## src/rtl/cache_pkg.sv

```systemverilog
// Shared types and constants for the cache miss-fill controller.
// Block geometry here must agree with the cache arrays the controller feeds.
package cache_pkg;

    localparam int ADDR_W          = 16;
    localparam int BLOCK_BYTES     = 16;
    localparam int WORDS_PER_BLOCK = 8;
    localparam int OFF_W           = 3;
    localparam int CNT_W           = OFF_W + 1;

    typedef enum logic {
        IDLE = 1'b0,
        FILL = 1'b1
    } fill_state_t;

    // Byte offset bits of a block are cleared; word fetches then never carry out of the block.
    function automatic logic [ADDR_W-1:0] block_base(input logic [ADDR_W-1:0] addr);
        block_base = {addr[ADDR_W-1:OFF_W+1], {(OFF_W+1){1'b0}}};
    endfunction

    function automatic logic [ADDR_W-1:0] word_offset(input logic [CNT_W-1:0] idx);
        word_offset = ADDR_W'(idx) << 1;
    endfunction

endpackage

```

## src/rtl/cache_fill_fsm_if.sv

```systemverilog
// Cache/memory-side signal bundle of the miss-fill controller.
// The statistics outputs exist only when CACHE_FILL_STATS_EN is defined.
interface cache_fill_fsm_if;
    import cache_pkg::*;

    logic              miss_detected;
    logic [ADDR_W-1:0] miss_address;
    logic              memory_data_valid;
    logic              fsm_busy;
    logic              memory_req;
    logic [ADDR_W-1:0] memory_address;
    logic              write_data_array;
    logic [ADDR_W-1:0] data_array_addr;
    logic              write_tag_array;
`ifdef CACHE_FILL_STATS_EN
    logic [15:0]       fill_count;
    logic [15:0]       busy_cycles;

    modport master (
        input  miss_detected, miss_address, memory_data_valid,
        output fsm_busy, memory_req, memory_address,
               write_data_array, data_array_addr, write_tag_array,
               fill_count, busy_cycles
    );

    modport slave (
        output miss_detected, miss_address, memory_data_valid,
        input  fsm_busy, memory_req, memory_address,
               write_data_array, data_array_addr, write_tag_array,
               fill_count, busy_cycles
    );
`else
    modport master (
        input  miss_detected, miss_address, memory_data_valid,
        output fsm_busy, memory_req, memory_address,
               write_data_array, data_array_addr, write_tag_array
    );

    modport slave (
        output miss_detected, miss_address, memory_data_valid,
        input  fsm_busy, memory_req, memory_address,
               write_data_array, data_array_addr, write_tag_array
    );
`endif

endinterface

```

## src/rtl/cache_fill_fsm_fill_counter.sv

```systemverilog
// Word counter for a block fill: synchronous clear, increment enable, saturates at MAX.
module fill_counter #(
    parameter int W   = 4,
    parameter int MAX = 8
) (
    input  logic         clk,
    input  logic         rst,
    input  logic         clr_i,
    input  logic         inc_i,
    output logic [W-1:0] cnt_o
);

    logic [W-1:0] cnt_q, cnt_d;

    always_comb begin
        cnt_d = cnt_q;
        if (clr_i) begin
            cnt_d = '0;
        end else if (inc_i && (cnt_q != W'(MAX))) begin
            cnt_d = cnt_q + 1'b1;
        end
    end

    always_ff @(posedge clk) begin
        if (rst) begin
            cnt_q <= '0;
        end else begin
            cnt_q <= cnt_d;
        end
    end

    assign cnt_o = cnt_q;

endmodule

```

## src/rtl/cache_fill_fsm.sv

```systemverilog
// Miss-fill controller: fetches a whole block one word per cycle, writes each returned word,
// and writes the tag with the last word. Optional counters under CACHE_FILL_STATS_EN.
module cache_fill_fsm
    import cache_pkg::*;
(
    input  logic             clk,
    input  logic             rst,
    cache_fill_fsm_if.master fill_if
);

    // state | meaning
    // IDLE  | waiting for a miss; memory returns are dropped
    // FILL  | issuing word requests and writing returned words

    fill_state_t       state_q, state_d;
    logic [ADDR_W-1:0] base_q, base_d;
    logic [CNT_W-1:0]  req_cnt, rcv_cnt;
    logic              cnt_clr;
    logic              busy, mem_req, wr_data, wr_tag;
    logic [ADDR_W-1:0] mem_addr, da_addr;

    fill_counter #(.W(CNT_W), .MAX(WORDS_PER_BLOCK)) u_req_cnt (
        .clk   (clk),
        .rst   (rst),
        .clr_i (cnt_clr),
        .inc_i (mem_req),
        .cnt_o (req_cnt)
    );

    fill_counter #(.W(CNT_W), .MAX(WORDS_PER_BLOCK)) u_rcv_cnt (
        .clk   (clk),
        .rst   (rst),
        .clr_i (cnt_clr),
        .inc_i (wr_data),
        .cnt_o (rcv_cnt)
    );

    always_ff @(posedge clk) begin
        if (rst) begin
            state_q <= IDLE;
            base_q  <= '0;
        end else begin
            state_q <= state_d;
            base_q  <= base_d;
        end
    end

    always_comb begin
        state_d = state_q;
        base_d  = base_q;
        cnt_clr = 1'b0;
        case (state_q)
            IDLE: begin
                if (fill_if.miss_detected) begin
                    state_d = FILL;
                    base_d  = block_base(fill_if.miss_address);
                    cnt_clr = 1'b1;
                end
            end
            FILL: begin
                if (wr_tag) begin
                    state_d = IDLE;
                end
            end
            default: state_d = IDLE;
        endcase
    end

    // Addresses are forced to zero whenever their strobe cannot be active.
    always_comb begin
        busy     = (state_q == FILL);
        mem_req  = busy && (req_cnt < CNT_W'(WORDS_PER_BLOCK));
        mem_addr = mem_req ? (base_q + word_offset(req_cnt)) : '0;
        wr_data  = busy && fill_if.memory_data_valid;
        da_addr  = busy ? (base_q + word_offset(rcv_cnt)) : '0;
        wr_tag   = wr_data && (rcv_cnt == CNT_W'(WORDS_PER_BLOCK - 1));
    end

    assign fill_if.fsm_busy         = busy;
    assign fill_if.memory_req       = mem_req;
    assign fill_if.memory_address   = mem_addr;
    assign fill_if.write_data_array = wr_data;
    assign fill_if.data_array_addr  = da_addr;
    assign fill_if.write_tag_array  = wr_tag;

`ifdef CACHE_FILL_STATS_EN
    logic [15:0] fill_count_q, busy_cycles_q;

    always_ff @(posedge clk) begin
        if (rst) begin
            fill_count_q  <= '0;
            busy_cycles_q <= '0;
        end else begin
            if (wr_tag && (fill_count_q != 16'hFFFF)) begin
                fill_count_q <= fill_count_q + 16'd1;
            end
            if (busy && (busy_cycles_q != 16'hFFFF)) begin
                busy_cycles_q <= busy_cycles_q + 16'd1;
            end
        end
    end

    assign fill_if.fill_count  = fill_count_q;
    assign fill_if.busy_cycles = busy_cycles_q;
`endif

endmodule
```

## src/flat_wrapper.sv

```systemverilog
// flat-port wrapper written by rule: the top's interface ports become plain ports
module cache_fill_fsm_flat import cache_pkg::*;
  (clk, rst, fill_if_miss_detected, fill_if_miss_address, fill_if_memory_data_valid, fill_if_fsm_busy, fill_if_memory_req, fill_if_memory_address, fill_if_write_data_array, fill_if_data_array_addr, fill_if_write_tag_array);
  cache_fill_fsm_if fill_if_i ();
  input  logic clk;
  input  logic rst;
  input wire logic [$bits(fill_if_i.miss_detected)-1:0] fill_if_miss_detected;
  input wire logic [$bits(fill_if_i.miss_address)-1:0] fill_if_miss_address;
  input wire logic [$bits(fill_if_i.memory_data_valid)-1:0] fill_if_memory_data_valid;
  output wire logic [$bits(fill_if_i.fsm_busy)-1:0] fill_if_fsm_busy;
  output wire logic [$bits(fill_if_i.memory_req)-1:0] fill_if_memory_req;
  output wire logic [$bits(fill_if_i.memory_address)-1:0] fill_if_memory_address;
  output wire logic [$bits(fill_if_i.write_data_array)-1:0] fill_if_write_data_array;
  output wire logic [$bits(fill_if_i.data_array_addr)-1:0] fill_if_data_array_addr;
  output wire logic [$bits(fill_if_i.write_tag_array)-1:0] fill_if_write_tag_array;
  assign fill_if_i.miss_detected = fill_if_miss_detected;
  assign fill_if_i.miss_address = fill_if_miss_address;
  assign fill_if_i.memory_data_valid = fill_if_memory_data_valid;
  assign fill_if_fsm_busy = fill_if_i.fsm_busy;
  assign fill_if_memory_req = fill_if_i.memory_req;
  assign fill_if_memory_address = fill_if_i.memory_address;
  assign fill_if_write_data_array = fill_if_i.write_data_array;
  assign fill_if_data_array_addr = fill_if_i.data_array_addr;
  assign fill_if_write_tag_array = fill_if_i.write_tag_array;
  cache_fill_fsm u_core (.clk(clk), .rst(rst), .fill_if(fill_if_i));
endmodule
```

## config.mk

```make
export PLATFORM = sky130hd
export DESIGN_NAME = cache_fill_fsm_flat
export DESIGN_NICKNAME = d
export VERILOG_FILES = /design/src/rtl/cache_pkg.sv /design/src/rtl/cache_fill_fsm_if.sv /design/src/rtl/cache_fill_fsm_fill_counter.sv /design/src/rtl/cache_fill_fsm.sv /design/src/flat_wrapper.sv
export SDC_FILE = /design/constraint.sdc
export NUM_CORES = 1
export LEC_CHECK = 0
export CAP_MARGIN = 20
export CORE_MARGIN = 5
export CORE_UTILIZATION = 44
export CTS_BUF_LIST = sky130_fd_sc_hd__clkbuf_16
export DETAILED_ROUTE_END_ITERATION = 10
export PLACE_DENSITY = 0.82
export SETUP_SLACK_MARGIN = 0.15
export SYNTH_ARGS = -nofsm -noshare
export SYNTH_HDL_FRONTEND = slang
export SYNTH_SLANG_ARGS = --single-unit
```

## constraint.sdc

```tcl
create_clock -name clk -period 2.4 [get_ports clk]
set_clock_uncertainty 0.2 [all_clocks]
set_input_delay 0.48 -clock clk [delete_from_list [all_inputs] [get_ports clk]]
set_output_delay 0.48 -clock clk [all_outputs]
set_load 0.01 [all_outputs]
```

run_1/wires.png
Bar = 20 microns.
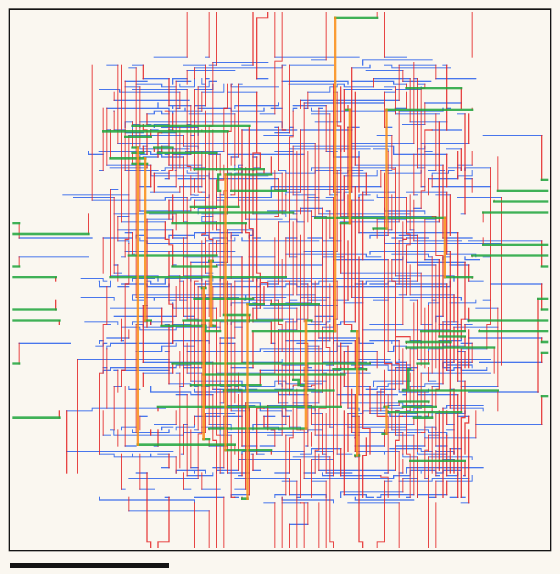
Red shows metal 2, wire length 3100 microns. Orange shows metal 4, wire length 253 microns. Blue shows metal 1, wire length 2540 microns. Green shows metal 3, wire length 536 microns.
via count: 1990
Wirelength per Cell: 18.6 microns

run_1/congestion.png
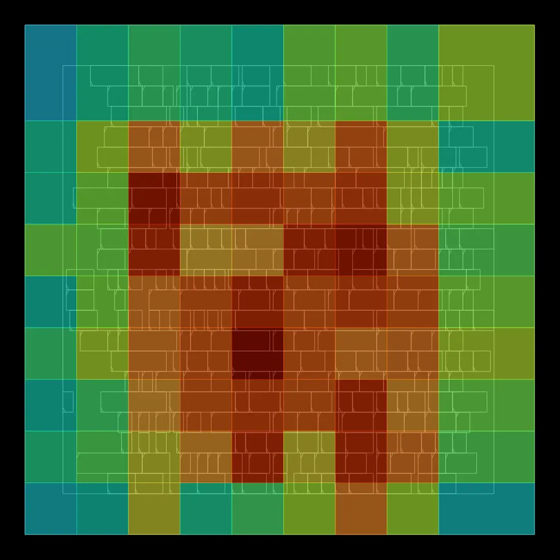
total global routing track utilization: 24.1%
peak-usage layer in the global routing report: met2
final core utilization: 81.1%
met3 Use GR: 3.78%

run_1/clk_routes.png
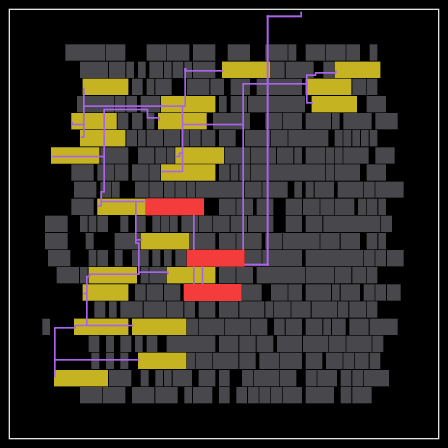
Yellow shows flip-flops, count 21. Red shows clock drivers, count 3. Purple shows clock wires, length 320 microns.
There are 4 routed clock nets.

run_1/logic_types.png
Bar = 20 microns.
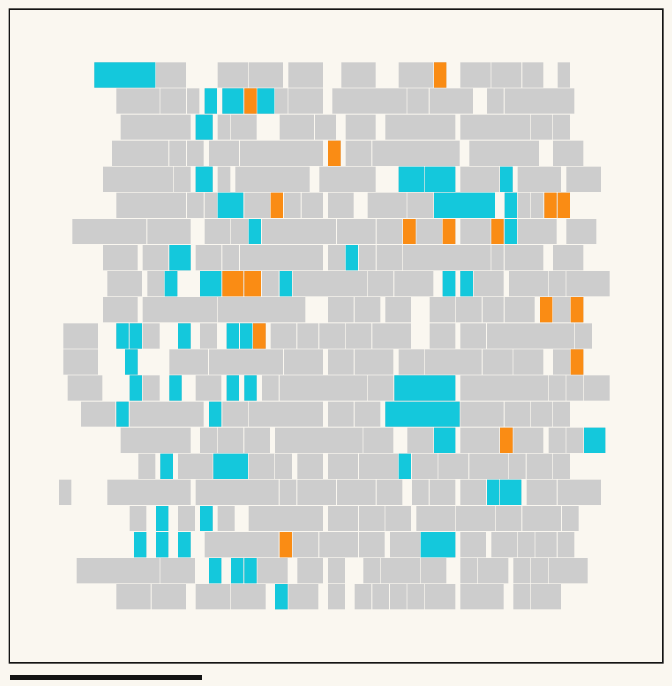
Cyan shows nand cells, cells 52. Orange shows nor cells, cells 17.
logic share of the area: 44.3%
most common cell after layout, fill and taps aside: sky130_fd_sc_hd__buf_4

## run 1: worst register-to-register path, stage by stage (launching register included)
cell and delay (ps):
sky130_fd_sc_hd__dfxtp_1 380, sky130_fd_sc_hd__inv_1 110, sky130_fd_sc_hd__ha_1 230, sky130_fd_sc_hd__and3b_1 200, sky130_fd_sc_hd__or4_1 410, sky130_fd_sc_hd__a21oi_1 190
## run 1: how the worst max path moves through the flow
stage / to / start / depth (start not counted)
floorplan: fill_if_data_array_addr[12] / u_core.u_rcv_cnt.cnt_o[3] / 5
global placement: fill_if_data_array_addr[14] / u_core.u_rcv_cnt.cnt_o[3] / 6
detailed placement: fill_if_data_array_addr[14] / u_core.u_rcv_cnt.cnt_o[3] / 6
CTS: fill_if_data_array_addr[12] / u_core.base_q[4] / 6
global route: fill_if_data_array_addr[12] / u_core.base_q[4] / 6
finish: fill_if_data_array_addr[12] / u_core.base_q[4] / 6
## run 1: cell families (layout without fill, tap and decap cells)
group / count (synthesis) / in the layout / share of synthesized area [%]
adder cells (fa/ha/maj): 8 / 8 / 6.77
XOR/XNOR: 8 / 8 / 4.74
flip-flops: 21 / 21 / 28.4
AND-OR/OR-AND: 51 / 51 / 18.9
AND/OR/NAND/NOR: 91 / 91 / 31.8
other: 1 / 2 / 0.254
buffers and inverters: 24 / 118 / 9.14
## run 1: repair_timing
action / in CTS / in global routing
endpoints found under the setup margin: 31 / 26
hold buffers: 0 / 0
pin swaps: 20 / 11
hold endpoints to repair: 0 / 0
gates resized: 123 / 47
buffers inserted: 6 / 11
gates cloned: 0 / 0
## run 1: metrics by stage
step	util, %	power (W)
3_3_place_gp	68.3	0.000565
2_1_floorplan	-	0.000476
4_1_cts	73.9	0.000917
3_5_place_dp	68.3	0.000570
5_1_grt	81.1	0.000992
6_report	81.1	0.000961
==> impl_results.html, run 1 <==
<h3>Run summary</h3>
<table>
<tr><th>Metric</th><th>Value</th></tr>
<tr><th colspan="2">Power and ir drop</th></tr>
<tr><td>Pwr/cell area</td><td>around 360 nW/um^2</td></tr>
<tr><td>Power group with the largest share</td><td>registers</td></tr>
<tr><td>Portion of total power attributed to combinational logic</td><td>22.2%</td></tr>
<tr><td>Comb. pwr</td><td>0.000214 W</td></tr>
<tr><td>Power attributed to sequential cells</td><td>0.000392 W</td></tr>
<tr><td>Cell-internal power</td><td>0.000691 W</td></tr>
<tr><td>Part of the total power dissipated in sequential elements</td><td>40.8%</td></tr>
<tr><td>Peak supply drop</td><td>around 0.33 mV</td></tr>
<tr><td>Clock distribution power</td><td>0.000355 W</td></tr>
<tr><td>Relative contribution of the clock network to total power</td><td>36.9%</td></tr>
<tr><td>Power spent charging and discharging nets</td><td>0.000270 W</td></tr>
<tr><td>Switch share</td><td>around 28%</td></tr>
<tr><th colspan="2">Worst setup path</th></tr>
<tr><td>Cell with the largest stage delay on the worst path</td><td>sky130_fd_sc_hd__or4_4</td></tr>
<tr><td>R2r endpoint</td><td>u_core.u_rcv_cnt.cnt_o[2]</td></tr>
<tr><td>Slowest Stage Delay on Critical Path</td><td>500 ps</td></tr>
<tr><td>Bufs and invs on worst path</td><td>1</td></tr>
<tr><td>CP arrival</td><td>1830 ps</td></tr>
<tr><td>Startpoint of the most critical register-to-register path</td><td>u_core.u_rcv_cnt.cnt_o[0]</td></tr>
<tr><td>R2R Setup Slk</td><td>600 ps</td></tr>
<tr><td>Worst Reg-to-Reg Cells</td><td>5</td></tr>
<tr><td>Worst-path cell chain</td><td>ha_4 -&gt; ha_4 -&gt; nand3_4 -&gt; or4_4 -&gt; a21oi_2 -&gt; buf_2</td></tr>
<tr><td>Setup crit end kind</td><td>primary output</td></tr>
<tr><td>Crit Path Class</td><td>reg2out</td></tr>
<tr><td>Maximum net fanout on the critical path</td><td>5</td></tr>
<tr><th colspan="2">Finish</th></tr>
<tr><td>Flip-flop count of the largest register after layout</td><td>12</td></tr>
<tr><td>Multi-Input Combinational</td><td>160</td></tr>
<tr><td>Share of final-layout standard cells stronger than drive strength 1</td><td>46.2%</td></tr>
<tr><td>Bufs w/o clock</td><td>106</td></tr>
<tr><td>Largest cell class by area</td><td>multi-input combinational cells</td></tr>
<tr><td>Non-clock buffers, area share</td><td>32.4%</td></tr>
<tr><td>Layout area overhead</td><td>80.0%</td></tr>
<tr><td>Filler cells</td><td>187</td></tr>
<tr><td>Final net count</td><td>around 330</td></tr>
<tr><td>Final cell area excluding filler cells</td><td>2660 sq um</td></tr>
<tr><td>Register area</td><td>roughly 450 sq um</td></tr>
<tr><td>MI comb area</td><td>about 1200 sq um</td></tr>
<tr><td>Fraction of standard cell area that is sequential</td><td>16.9%</td></tr>
<tr><td>Final standard cell count with taps included and fillers excluded</td><td>roughly 350</td></tr>
<tr><td>Fraction of area in clock buffers and inverters</td><td>2.96%</td></tr>
<tr><td>Diodes inserted</td><td>0</td></tr>
<tr><td>Inverters, non-clock</td><td>8</td></tr>
<tr><th colspan="2">Clocking</th></tr>
<tr><td>Clock-pin transition on the worst setup and hold timing paths</td><td>roughly 60 ps</td></tr>
<tr><td>TritonCTS Buffers</td><td>3</td></tr>
<tr><td>Level count of the clock H-tree</td><td>1</td></tr>
<tr><td>Clock tree from TritonCTS</td><td>yes</td></tr>
<tr><td>Skew-Pair Late Insertion Delay</td><td>250 ps</td></tr>
<tr><td>Clock tree buffer depth</td><td>2</td></tr>
<tr><td>Clock Tree Root</td><td>sky130_fd_sc_hd__clkbuf_16</td></tr>
<tr><th colspan="2">STA</th></tr>
<tr><td>Summed negative setup slack over all endpoints</td><td>-667 ps</td></tr>
<tr><td>Peak clock frequency supported by timing</td><td>398 MHz</td></tr>
<tr><td>Finish-stage setup viols</td><td>12</td></tr>
<tr><td>RSZ-0062 raised after global routing</td><td>true</td></tr>
<tr><td>Post-route worst setup slack</td><td>-114 ps</td></tr>
<tr><td>Number of hold violations in the final report</td><td>0</td></tr>
<tr><th colspan="2">Yosys</th></tr>
<tr><td>Number of flops mapped to enable cells by yosys</td><td>0</td></tr>
<tr><td>Sequential cell area fraction in the yosys report</td><td>about 28%</td></tr>
<tr><td>Largest type area fraction</td><td>28.4%</td></tr>
<tr><td>Cell count after synthesis</td><td>204</td></tr>
<tr><td>Fraction of registers with async set/reset</td><td>0%</td></tr>
<tr><td>Post-synthesis sequential element count</td><td>21</td></tr>
<tr><td>Synth Warn #</td><td>0</td></tr>
<tr><td>Synth Area per Inst</td><td>7.25 sq um</td></tr>
<tr><td>Number of distinct library cell variants in the gate-level netlist after synthesis</td><td>30</td></tr>
<tr><td>Yosys top cell by instances</td><td>sky130_fd_sc_hd__nand2_1</td></tr>
<tr><th colspan="2">Global route</th></tr>
<tr><td>Met2 demand-to-capacity share in global routing</td><td>43.9%</td></tr>
<tr><td>First-pass GRT wire length</td><td>between 8 and 9 mm</td></tr>
<tr><td>Largest net degree at the start of global routing</td><td>14</td></tr>
<tr><td>Initial antenna violation count</td><td>0</td></tr>
<tr><td>Vias in the first global route</td><td>about 1800</td></tr>
<tr><th colspan="2">Floorplanning</th></tr>
<tr><td>Num rows</td><td>21</td></tr>
<tr><td>Starting Density</td><td>45.0%</td></tr>
<tr><td>Top-Level Pins</td><td>56</td></tr>
<tr><td>Die outline width</td><td>68.0 microns</td></tr>
<tr><td>Die footprint</td><td>4620 sq um</td></tr>
<tr><td>Core Area</td><td>3280 sq um</td></tr>
<tr><td>Die span in y</td><td>68.0 microns</td></tr>
<tr><th colspan="2">Drt</th></tr>
<tr><td>DRC violation count after routing</td><td>0</td></tr>
<tr><td>Iteration-0 DRC count of the detailed router</td><td>200</td></tr>
<tr><td>Total met2 wirelength after detailed routing</td><td>3.10 mm</td></tr>
<tr><td>Vias per cell</td><td>5.77</td></tr>
<tr><td>Routed met1 length</td><td>approximately 2.5 mm</td></tr>
<tr><td>Met3 wire length</td><td>535 microns</td></tr>
<tr><td>Antenna violation net count after detailed routing</td><td>0</td></tr>
<tr><th colspan="2">Hold path</th></tr>
<tr><td>Number of cells on the worst hold path</td><td>2</td></tr>
<tr><td>Hold_sp</td><td>u_core.base_q[11]</td></tr>
<tr><th colspan="2">Status</th></tr>
<tr><td>Result of the run</td><td>finished, violations left</td></tr>
<tr><td>Violated checks</td><td>negative setup slack</td></tr>
<tr><th colspan="2">Place</th></tr>
<tr><td>Placed wire-length estimate after detailed placement</td><td>3.19 mm</td></tr>
<tr><td>Count of buffers from port buffering</td><td>49</td></tr>
<tr><td>Placed Cells incl. Taps</td><td>between 300 and 400</td></tr>
</table>
## Run 2: what changed since run 1
--- a/config.mk
+++ b/config.mk
@@ -10,6 +10,7 @@
 export CORE_UTILIZATION = 44
 export CTS_BUF_LIST = sky130_fd_sc_hd__clkbuf_16
 export DETAILED_ROUTE_END_ITERATION = 10
+export HOLD_SLACK_MARGIN = 0.02
 export PLACE_DENSITY = 0.82
 export SETUP_SLACK_MARGIN = 0.15
 export SYNTH_ARGS = -nofsm -noshare
run_2/wires.png
Bar = 20 microns.
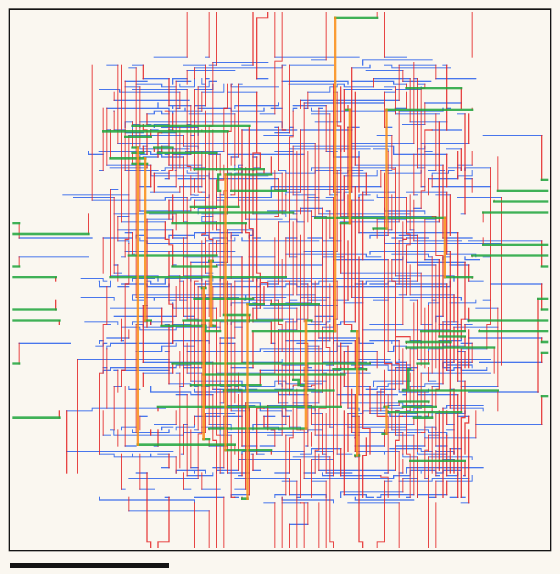
Orange shows metal 4, wire length 253 microns. Blue shows metal 1, wire length 2540 microns. Red shows metal 2, wire length 3100 microns. Green shows metal 3, wire length 536 microns.

run_2/cell_density.png
7 x 7 tiles, from dark blue (low) to red (high), 0 to 100% covered.
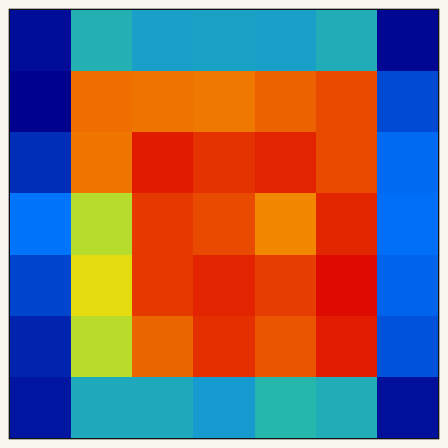
4.1% of the tiles are nearly empty. The mean over all tiles is 56%. 45% of the tiles are over 75% full. The densest ninth of the die: middle. The fullest tile reaches 99%.

==> run 2 against run 1 <==
Compared with the run above:
- the flow still finishes with violations (negative setup slack)
- highest routed layer unchanged
- combinational power about the same
- hold slack unchanged
- critical endpoint unchanged
- total power unchanged
- sequential power about the same
- synthesized cell count unchanged
- via count unchanged
- global-route usage unchanged
==> impl_results.html, run 2 <==
<h3>Run summary</h3>
<table>
<tr><th>Metric</th><th>Value</th></tr>
<tr><th colspan="2">Status</th></tr>
<tr><td>Result of the run</td><td>finished, violations left</td></tr>
<tr><td>Violated checks</td><td>negative setup slack</td></tr>
<tr><th colspan="2">Finish</th></tr>
<tr><td>Most common cell after layout, fill and taps aside</td><td>sky130_fd_sc_hd__buf_4</td></tr>
<tr><td>Final net count</td><td>328</td></tr>
<tr><td>Diodes inserted</td><td>0</td></tr>
<tr><td>Biggest register</td><td>u_core.base_q</td></tr>
<tr><td>MI comb area</td><td>roughly 1200 sq um</td></tr>
<tr><td>Flip-flop count of the largest register after layout</td><td>12</td></tr>
<tr><td>Commonest cells after routing, fill and taps aside</td><td>46 x sky130_fd_sc_hd__buf_4, 34 x sky130_fd_sc_hd__nand2_1, 20 x sky130_fd_sc_hd__a21oi_1</td></tr>
<tr><td>Register area</td><td>450 sq um</td></tr>
<tr><td>Share of final-layout standard cells stronger than drive strength 1</td><td>46.2%</td></tr>
<tr><td>Layout area overhead</td><td>80.0%</td></tr>
<tr><td>Filler cells</td><td>roughly 190</td></tr>
<tr><th colspan="2">Global route</th></tr>
<tr><td>Total global routing track utilization</td><td>around 24%</td></tr>
<tr><td>First-pass GRT wire length</td><td>roughly 8.4 mm</td></tr>
<tr><td>Initial antenna violation count</td><td>0</td></tr>
<tr><td>Vias in the first global route</td><td>around 1800</td></tr>
<tr><td>Largest net degree at the start of global routing</td><td>14</td></tr>
<tr><td>Overflow left after global routing</td><td>0</td></tr>
<tr><th colspan="2">Worst setup path</th></tr>
<tr><td>Crit Path Class</td><td>reg2out</td></tr>
<tr><td>Worst Reg-to-Reg Cells</td><td>5</td></tr>
<tr><td>Launch point of the worst path</td><td>u_core.base_q[4]</td></tr>
<tr><td>CP startpoint kind</td><td>flip-flop</td></tr>
<tr><td>Worst EP required</td><td>1720 ps</td></tr>
<tr><td>Maximum net fanout on the critical path</td><td>5</td></tr>
<tr><td>R2r endpoint</td><td>u_core.u_rcv_cnt.cnt_o[2]</td></tr>
<tr><td>Timing endpoint of the critical path</td><td>fill_if_data_array_addr[12]</td></tr>
<tr><td>Startpoint of the most critical register-to-register path</td><td>u_core.u_rcv_cnt.cnt_o[0]</td></tr>
<tr><td>R2R Setup Slk</td><td>600 ps</td></tr>
<tr><td>Setup crit end kind</td><td>primary output</td></tr>
<tr><td>CP arrival</td><td>1830 ps</td></tr>
<tr><th colspan="2">STA</th></tr>
<tr><td>Clock period minus worst slack</td><td>2510 ps</td></tr>
<tr><td>Pins over their slew limit</td><td>0</td></tr>
<tr><td>Final period util</td><td>105%</td></tr>
<tr><td>Number of hold violations in the final report</td><td>0</td></tr>
<tr><td>Worst Hold Slack</td><td>314 ps</td></tr>
<tr><td>RSZ-0062 raised after global routing</td><td>true</td></tr>
<tr><td>Post-route worst setup slack</td><td>-114 ps</td></tr>
<tr><td>Finish-stage setup viols</td><td>12</td></tr>
<tr><td>Peak clock frequency supported by timing</td><td>398 MHz</td></tr>
<tr><th colspan="2">Yosys</th></tr>
<tr><td>Main synth FF type</td><td>sky130_fd_sc_hd__dfxtp_1</td></tr>
<tr><td>Count of instantiated cells in the yosys netlist</td><td>between 200 and 250</td></tr>
<tr><td>Cell taking the most area after synthesis</td><td>sky130_fd_sc_hd__dfxtp_1</td></tr>
<tr><td>Post-synthesis compound-gate area fraction</td><td>18.9%</td></tr>
<tr><td>Sequential cell area fraction in the yosys report</td><td>28.4%</td></tr>
<tr><td>Post-synthesis mux area share</td><td>0%</td></tr>
<tr><td>Area fraction in and, or, nand and nor cells</td><td>31.8%</td></tr>
<tr><td>Cell count after synthesis</td><td>204</td></tr>
<tr><td>Number of distinct library cell variants in the gate-level netlist after synthesis</td><td>30</td></tr>
<tr><td>XORs/XNORs by Area</td><td>approximately 4.7%</td></tr>
<tr><td>Yosys top cell by instances</td><td>sky130_fd_sc_hd__nand2_1</td></tr>
<tr><td>Most common library cells after synthesis</td><td>34 x sky130_fd_sc_hd__nand2_1, 32 x sky130_fd_sc_hd__a21oi_1, 21 x sky130_fd_sc_hd__dfxtp_1</td></tr>
<tr><td>Number of flops mapped to enable cells by yosys</td><td>0</td></tr>
<tr><td>Synth Warn #</td><td>0</td></tr>
<tr><td>Adder share</td><td>6.77%</td></tr>
<tr><td>Synth Area per Inst</td><td>7.25 sq um</td></tr>
<tr><td>Mapped Area</td><td>roughly 1500 sq um</td></tr>
<tr><td>Largest type area fraction</td><td>28.4%</td></tr>
<tr><td>Post-synthesis sequential element count</td><td>21</td></tr>
<tr><td>Cell types occupying the most area after synthesis</td><td>sky130_fd_sc_hd__dfxtp_1 28%, sky130_fd_sc_hd__a21oi_1 11%, sky130_fd_sc_hd__nand2_1 8.6%</td></tr>
<tr><td>Top logic cell family in the synthesized netlist</td><td>simple AND/OR/NAND/NOR gates</td></tr>
<tr><td>Fraction of registers with async set/reset</td><td>0%</td></tr>
<tr><td>Area of the synthesized netlist per yosys stat</td><td>1480 sq um</td></tr>
<tr><th colspan="2">Drt</th></tr>
<tr><td>Post-Route WL</td><td>between 6 and 7 mm</td></tr>
<tr><td>Via count</td><td>1990</td></tr>
<tr><td>DR pass1 iterations</td><td>5</td></tr>
<tr><td>Wirelength per Cell</td><td>18.6 microns</td></tr>
<tr><td>Iteration-0 DRC count of the detailed router</td><td>200</td></tr>
<tr><td>DRC violation count after routing</td><td>0</td></tr>
<tr><td>Antenna violation net count after detailed routing</td><td>0</td></tr>
<tr><td>Vias per cell</td><td>5.77</td></tr>
<tr><th colspan="2">Clocking</th></tr>
<tr><td>Skew-Pair Late Insertion Delay</td><td>250 ps</td></tr>
<tr><td>TritonCTS Buffers</td><td>3</td></tr>
<tr><td>Level count of the clock H-tree</td><td>1</td></tr>
<tr><td>Clock tree from TritonCTS</td><td>yes</td></tr>
<tr><td>Number of hold-repair buffers added at the cts stage</td><td>0</td></tr>
<tr><td>Setup fix buffers added after clock tree synthesis</td><td>6</td></tr>
<tr><td>Total of cells resized after clock tree synthesis</td><td>123</td></tr>
<tr><td>Clock Tree Root</td><td>sky130_fd_sc_hd__clkbuf_16</td></tr>
<tr><td>Clock sink count</td><td>21</td></tr>
<tr><td>Clock-pin transition on the worst setup and hold timing paths</td><td>roughly 60 ps</td></tr>
<tr><td>Clock tree buffer depth</td><td>2</td></tr>
<tr><th colspan="2">Power and ir drop</th></tr>
<tr><td>Peak supply drop</td><td>0.333 mV</td></tr>
<tr><td>Pwr/cell area</td><td>361 nW/um^2</td></tr>
<tr><td>Cell leakage power</td><td>about 1.1 nW</td></tr>
<tr><th colspan="2">Place</th></tr>
<tr><td>Count of buffers from port buffering</td><td>49</td></tr>
<tr><td>Placed wire-length estimate after detailed placement</td><td>3.19 mm</td></tr>
<tr><td>Routability Congestion</td><td>0.942</td></tr>
<tr><td>Placed Cells incl. Taps</td><td>324</td></tr>
<tr><th colspan="2">Run</th></tr>
<tr><td>Tally of max-capacitance violations</td><td>0</td></tr>
<tr><td>OpenROAD warning count</td><td>36</td></tr>
<tr><th colspan="2">Hold path</th></tr>
<tr><td>Number of cells on the worst hold path</td><td>2</td></tr>
<tr><td>Min-delay worst type</td><td>reg2reg</td></tr>
<tr><td>Hold_sp</td><td>u_core.base_q[11]</td></tr>
<tr><td>Hold worst-path end</td><td>u_core.base_q[11]</td></tr>
<tr><th colspan="2">Floorplanning</th></tr>
<tr><td>Core Area</td><td>between 3000 and 4000 sq um</td></tr>
<tr><td>Starting Density</td><td>45.0%</td></tr>
<tr><td>Top-Level Pins</td><td>56</td></tr>
<tr><td>Num rows</td><td>21</td></tr>
<tr><td>Die outline width</td><td>68.0 microns</td></tr>
<tr><td>Die footprint</td><td>4620 sq um</td></tr>
<tr><td>Die span in y</td><td>68.0 microns</td></tr>
</table>
run_2/logic_types.png
Bar = 20 microns.
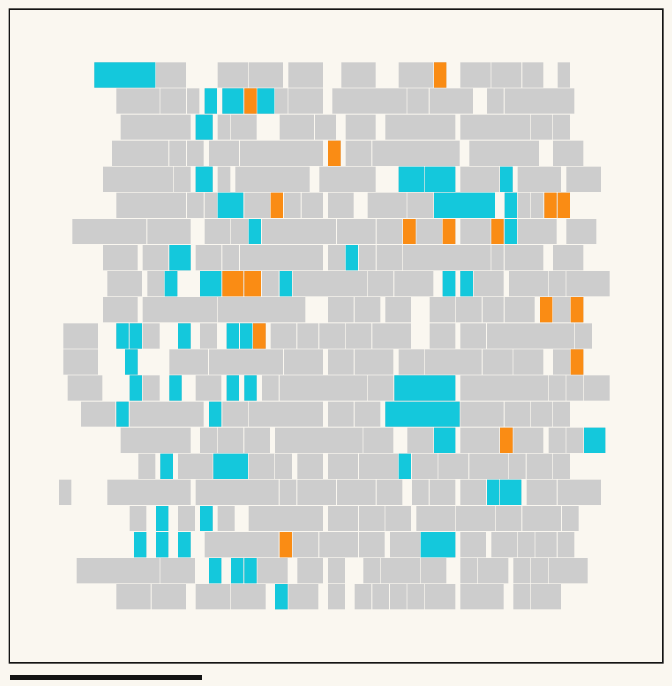
Orange shows nor cells, cells 17. Cyan shows nand cells, cells 52.
final standard cell count with taps included and fillers excluded: 345

-- run 2: report_power, final --
group	switching [W]	internal (W)	total [W]
Combinational	0.000108	0.000105	0.000214
Clock	0.000133	0.000222	0.000355
Sequential	0.0000292	0.000363	0.000392
-- run 2: through the flow --
| step | util (%) | TNS, ps | area [sq um] | power (W) | setup WS (ps) |
|---|---|---|---|---|---|
| 3_3_place_gp | 68.3 | -2820 | 2240 | 0.000565 | -310 |
| 2_1_floorplan | - | 0 | 1500 | 0.000476 | 159 |
| 3_5_place_dp | 68.3 | -3300 | 2240 | 0.000570 | -346 |
| 4_1_cts | 73.9 | -136 | 2430 | 0.000917 | -37.8 |
| 5_1_grt | 81.1 | -1290 | 2660 | 0.000992 | -187 |
| 6_report | 81.1 | -667 | 2660 | 0.000961 | -114 |
-- run 2: logic make-up after synthesis --
| kind of cell | Yosys count |
|---|---|
| simple gates | 91 |
| other cells | 1 |
| fa+ha+maj | 8 |
| compound gates | 51 |
| flops | 21 |
| buf+inv | 24 |
| xor+xnor | 8 |
-- run 2: final cells by class --
class | instances | area share (%)
sequential | 21 | 16.9
multi-input combinational | 160 | 44.3
clock inverter | 1 | 0.141
tap | 46 | 2.16
timing repair buffer | 106 | 32.4
clock buffer | 3 | 2.82
inverter | 8 | 1.27
-- run 2: layer usage --
layer	up-vias	track usage, %	wire length, microns
met1	937	26.5	2540
li1	893	-	-
met2	132	43.9	3100
met4	0	12.9	252
met5	-	0	0
met3	28	3.78	535
-- run 2: critical path, cell delays in order, from the launching register on --
cell and delay, ps:
sky130_fd_sc_hd__dfxtp_4 370, sky130_fd_sc_hd__ha_4 160, sky130_fd_sc_hd__ha_4 170, sky130_fd_sc_hd__nand3_4 110, sky130_fd_sc_hd__or4_4 500, sky130_fd_sc_hd__a21oi_2 130
sky130_fd_sc_hd__buf_2 140
## Run 3: what changed since run 2
--- a/config.mk
+++ b/config.mk
@@ -9,10 +9,12 @@
 export CORE_MARGIN = 5
 export CORE_UTILIZATION = 44
 export CTS_BUF_LIST = sky130_fd_sc_hd__clkbuf_16
+export CTS_CLUSTER_SIZE = 20
 export DETAILED_ROUTE_END_ITERATION = 10
 export HOLD_SLACK_MARGIN = 0.02
 export PLACE_DENSITY = 0.82
 export SETUP_SLACK_MARGIN = 0.15
+export SKIP_CTS_REPAIR_TIMING = 1
 export SYNTH_ARGS = -nofsm -noshare
 export SYNTH_HDL_FRONTEND = slang
 export SYNTH_SLANG_ARGS = --single-unit
run_3/clk_routes.png
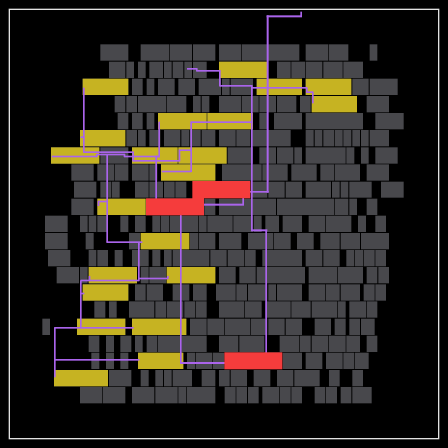
Skew-Pair Late Insertion Delay: 260 ps
clock distribution power: 0.000363 W
relative contribution of the clock network to total power: 38.4%

run_3/logic_types.png
Bar = 20 microns.
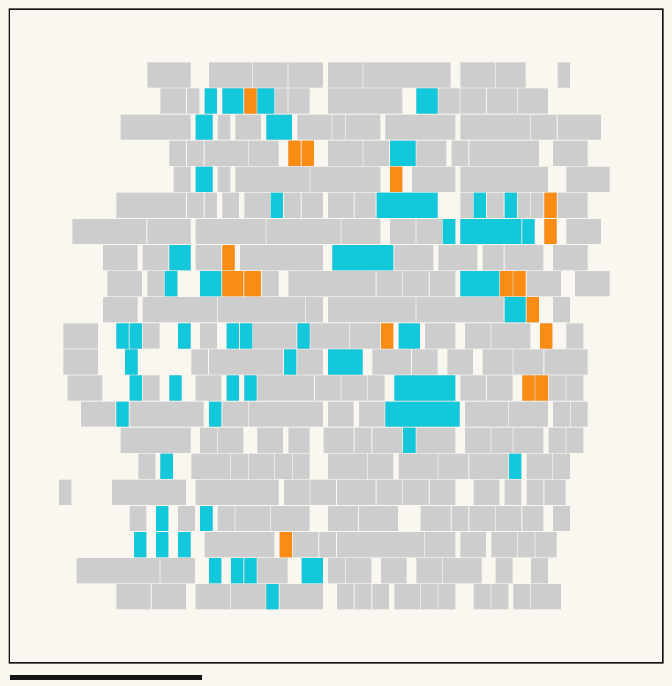
Orange shows nor cells, cells 17. Cyan shows nand cells, cells 52.

==> run 3 against run 2 <==
Compared with the run above:
- the flow still finishes with violations (negative setup slack)
- synthesized area stayed put
- first-iteration DRC count is 34% lower
- non-clock buffer count is 10 lower
- total power is 1.6% lower
- synthesized cell count stayed put
- clock-buffer cell count stayed put
- hold slack worse by 8.6 ps
- via count is 7.0% lower
- sequential power hardly changed
- sequential cell count stayed put
- sequential share of layout area is 0.61 points higher
==> impl_results.html, run 3 <==
<h3>Run summary</h3>
<table>
<tr><th>Metric</th><th>Value</th></tr>
<tr><th colspan="2">Yosys</th></tr>
<tr><td>Area of the synthesized netlist per yosys stat</td><td>1480 sq um</td></tr>
<tr><td>Mapped Area</td><td>1480 sq um</td></tr>
<tr><td>Yosys top cell by instances</td><td>sky130_fd_sc_hd__nand2_1</td></tr>
<tr><td>Largest type area fraction</td><td>28.4%</td></tr>
<tr><td>Area fraction in and, or, nand and nor cells</td><td>31.8%</td></tr>
<tr><td>Cell count after synthesis</td><td>204</td></tr>
<tr><td>Post-synthesis mux area share</td><td>0%</td></tr>
<tr><td>Fraction of registers with async set/reset</td><td>0%</td></tr>
<tr><td>Cell types occupying the most area after synthesis</td><td>sky130_fd_sc_hd__dfxtp_1 28%, sky130_fd_sc_hd__a21oi_1 11%, sky130_fd_sc_hd__nand2_1 8.6%</td></tr>
<tr><td>Most common library cells after synthesis</td><td>34 x sky130_fd_sc_hd__nand2_1, 32 x sky130_fd_sc_hd__a21oi_1, 21 x sky130_fd_sc_hd__dfxtp_1</td></tr>
<tr><td>Number of distinct library cell variants in the gate-level netlist after synthesis</td><td>30</td></tr>
<tr><td>Top logic cell family in the synthesized netlist</td><td>simple AND/OR/NAND/NOR gates</td></tr>
<tr><td>XORs/XNORs by Area</td><td>4.74%</td></tr>
<tr><td>Number of flops mapped to enable cells by yosys</td><td>0</td></tr>
<tr><td>Main synth FF type</td><td>sky130_fd_sc_hd__dfxtp_1</td></tr>
<tr><td>Post-synthesis compound-gate area fraction</td><td>between 10% and 20%</td></tr>
<tr><td>Count of instantiated cells in the yosys netlist</td><td>204</td></tr>
<tr><th colspan="2">Worst setup path</th></tr>
<tr><td>Setup crit end kind</td><td>primary output</td></tr>
<tr><td>CP arrival</td><td>1850 ps</td></tr>
<tr><th colspan="2">Clocking</th></tr>
<tr><td>Clock tree from TritonCTS</td><td>yes</td></tr>
<tr><td>TritonCTS Buffers</td><td>3</td></tr>
<tr><td>Clock sink count</td><td>21</td></tr>
<tr><td>Clock Tree Root</td><td>sky130_fd_sc_hd__clkbuf_16</td></tr>
<tr><th colspan="2">Status</th></tr>
<tr><td>Result of the run</td><td>finished, violations left</td></tr>
<tr><td>Violated checks</td><td>negative setup slack</td></tr>
<tr><th colspan="2">Finish</th></tr>
<tr><td>Final cell area excluding filler cells</td><td>2530 sq um</td></tr>
<tr><td>Diodes inserted</td><td>0</td></tr>
<tr><td>Biggest register</td><td>u_core.base_q</td></tr>
<tr><td>MI comb area</td><td>about 1100 sq um</td></tr>
<tr><td>Most common cell after layout, fill and taps aside</td><td>sky130_fd_sc_hd__buf_4</td></tr>
<tr><td>Final core utilization</td><td>roughly 77%</td></tr>
<tr><td>Register area</td><td>443 sq um</td></tr>
<tr><td>Flip-flop count of the largest register after layout</td><td>12</td></tr>
<tr><td>Commonest cells after routing, fill and taps aside</td><td>39 x sky130_fd_sc_hd__buf_4, 33 x sky130_fd_sc_hd__nand2_1, 25 x sky130_fd_sc_hd__clkdlybuf4s50_1</td></tr>
<tr><td>Layout area overhead</td><td>70.9%</td></tr>
<tr><td>Filler cells</td><td>217</td></tr>
<tr><td>Final standard cell count with taps included and fillers excluded</td><td>335</td></tr>
<tr><th colspan="2">STA</th></tr>
<tr><td>Final period util</td><td>105%</td></tr>
<tr><td>Post-route worst setup slack</td><td>-128 ps</td></tr>
<tr><td>Finish-stage setup viols</td><td>10</td></tr>
<tr><td>Pins over their slew limit</td><td>0</td></tr>
<tr><td>Worst Hold Slack</td><td>305 ps</td></tr>
<tr><td>Clock period minus worst slack</td><td>about 2500 ps</td></tr>
<tr><td>RSZ-0062 raised after global routing</td><td>true</td></tr>
<tr><td>Peak clock frequency supported by timing</td><td>between 300 and 400 MHz</td></tr>
<tr><th colspan="2">Place</th></tr>
<tr><td>Worst slack at placement</td><td>-346 ps</td></tr>
<tr><td>Placed Cells incl. Taps</td><td>around 320</td></tr>
<tr><td>Routability Congestion</td><td>0.942</td></tr>
<tr><td>Placed wire-length estimate after detailed placement</td><td>3.19 mm</td></tr>
<tr><td>Count of buffers from port buffering</td><td>49</td></tr>
<tr><th colspan="2">Drt</th></tr>
<tr><td>Vias per cell</td><td>5.52</td></tr>
<tr><td>Antenna violation net count after detailed routing</td><td>0</td></tr>
<tr><td>DR pass1 iterations</td><td>5</td></tr>
<tr><td>DRC violation count after routing</td><td>0</td></tr>
<tr><th colspan="2">Power and ir drop</th></tr>
<tr><td>Pwr/cell area</td><td>374 nW/um^2</td></tr>
<tr><td>Peak supply drop</td><td>0.321 mV</td></tr>
<tr><td>Cell leakage power</td><td>approximately 1.1 nW</td></tr>
<tr><td>Overall power of the completed layout</td><td>0.000945 W</td></tr>
<tr><th colspan="2">Floorplanning</th></tr>
<tr><td>Top-Level Pins</td><td>56</td></tr>
<tr><td>Starting Density</td><td>about 45%</td></tr>
<tr><td>Core Area</td><td>3280 sq um</td></tr>
<tr><td>Die span in y</td><td>68.0 microns</td></tr>
<tr><td>Die footprint</td><td>4620 sq um</td></tr>
<tr><th colspan="2">Run</th></tr>
<tr><td>OpenROAD warning count</td><td>35</td></tr>
<tr><td>Tally of max-capacitance violations</td><td>0</td></tr>
<tr><th colspan="2">Hold path</th></tr>
<tr><td>Min-delay worst type</td><td>reg2reg</td></tr>
<tr><th colspan="2">Global route</th></tr>
<tr><td>Initial antenna violation count</td><td>0</td></tr>
<tr><td>Vias in the first global route</td><td>1582</td></tr>
<tr><td>Overflow left after global routing</td><td>0</td></tr>
</table>
run_3/wires.png
Bar = 20 microns.
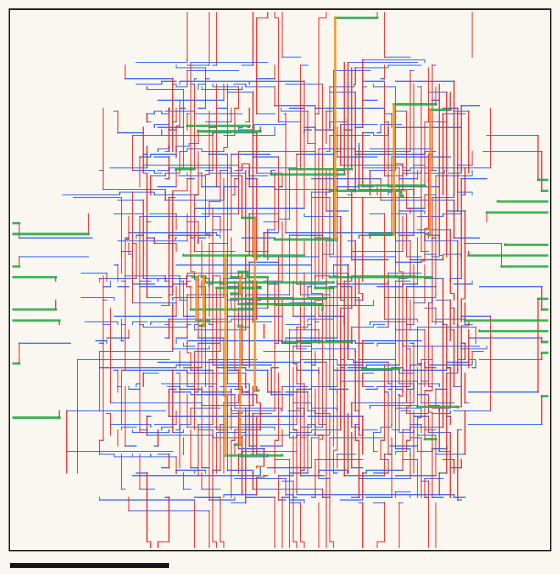
Orange shows metal 4, wire length 135 microns. Red shows metal 2, wire length 2940 microns. Blue shows metal 1, wire length 2200 microns. Green shows metal 3, wire length 292 microns.
Wirelength per Cell: 16.6 microns
total global routing track utilization: 19.2%
Post-Route WL: 5.57 mm
via count: 1850

## run 3: critical path, cell delays in order (launching register included)
cell                       delay [ps]
sky130_fd_sc_hd__dfxtp_2          360
sky130_fd_sc_hd__ha_4             170
sky130_fd_sc_hd__ha_4             140
sky130_fd_sc_hd__nand3_4          100
sky130_fd_sc_hd__or4_4            510
sky130_fd_sc_hd__a21oi_2          150
sky130_fd_sc_hd__clkbuf_2         150
## run 3: path summary, 6_finish.rpt
check / startpoint / end / depth (start not counted)
min: u_core.u_req_cnt.cnt_o[0] / u_core.u_req_cnt.cnt_o[0] / 2
max reg2reg: u_core.fill_if.fsm_busy / u_core.u_rcv_cnt.cnt_o[2] / 5
max: u_core.u_rcv_cnt.cnt_o[3] / fill_if_data_array_addr[12] / 6
min reg2reg: u_core.u_req_cnt.cnt_o[0] / u_core.u_req_cnt.cnt_o[0] / 2
## run 3: area by class of cell
type	instances	share of cell area [%]
Tap cell	46	2.28
Multi-Input combinational cell	160	44.6
Clock buffer	3	2.97
Inverter	8	1.19
Clock inverter	1	0.149
Sequential cell	21	17.5
Timing Repair Buffer	96	31.3
## run 3: where the power goes
part	leakage [nW]	total [W]	switching [W]	internal (W)
registers	0.177	0.000390	0.0000261	0.000364
clock network	0.0423	0.000363	0.000140	0.000223
logic	0.856	0.000193	0.0000993	0.0000933
## run 3: per-layer routing
layer	share of wire (%)	global-route usage (%)	up-vias
met5	0	0	-
met2	53	35.7	82
li1	-	-	870
met3	5.2	2.13	18
met1	40	22.7	880
met4	2.4	5.71	0
## run 3: logic make-up (layout without fill, tap and decap cells)
family	after synthesis	count (layout)
xor+xnor	8	8
compound gates	51	51
buf+inv	24	108
other cells	1	2
simple gates	91	91
flops	21	21
fa+ha+maj	8	8
Power and IR drop assume default switching activity.
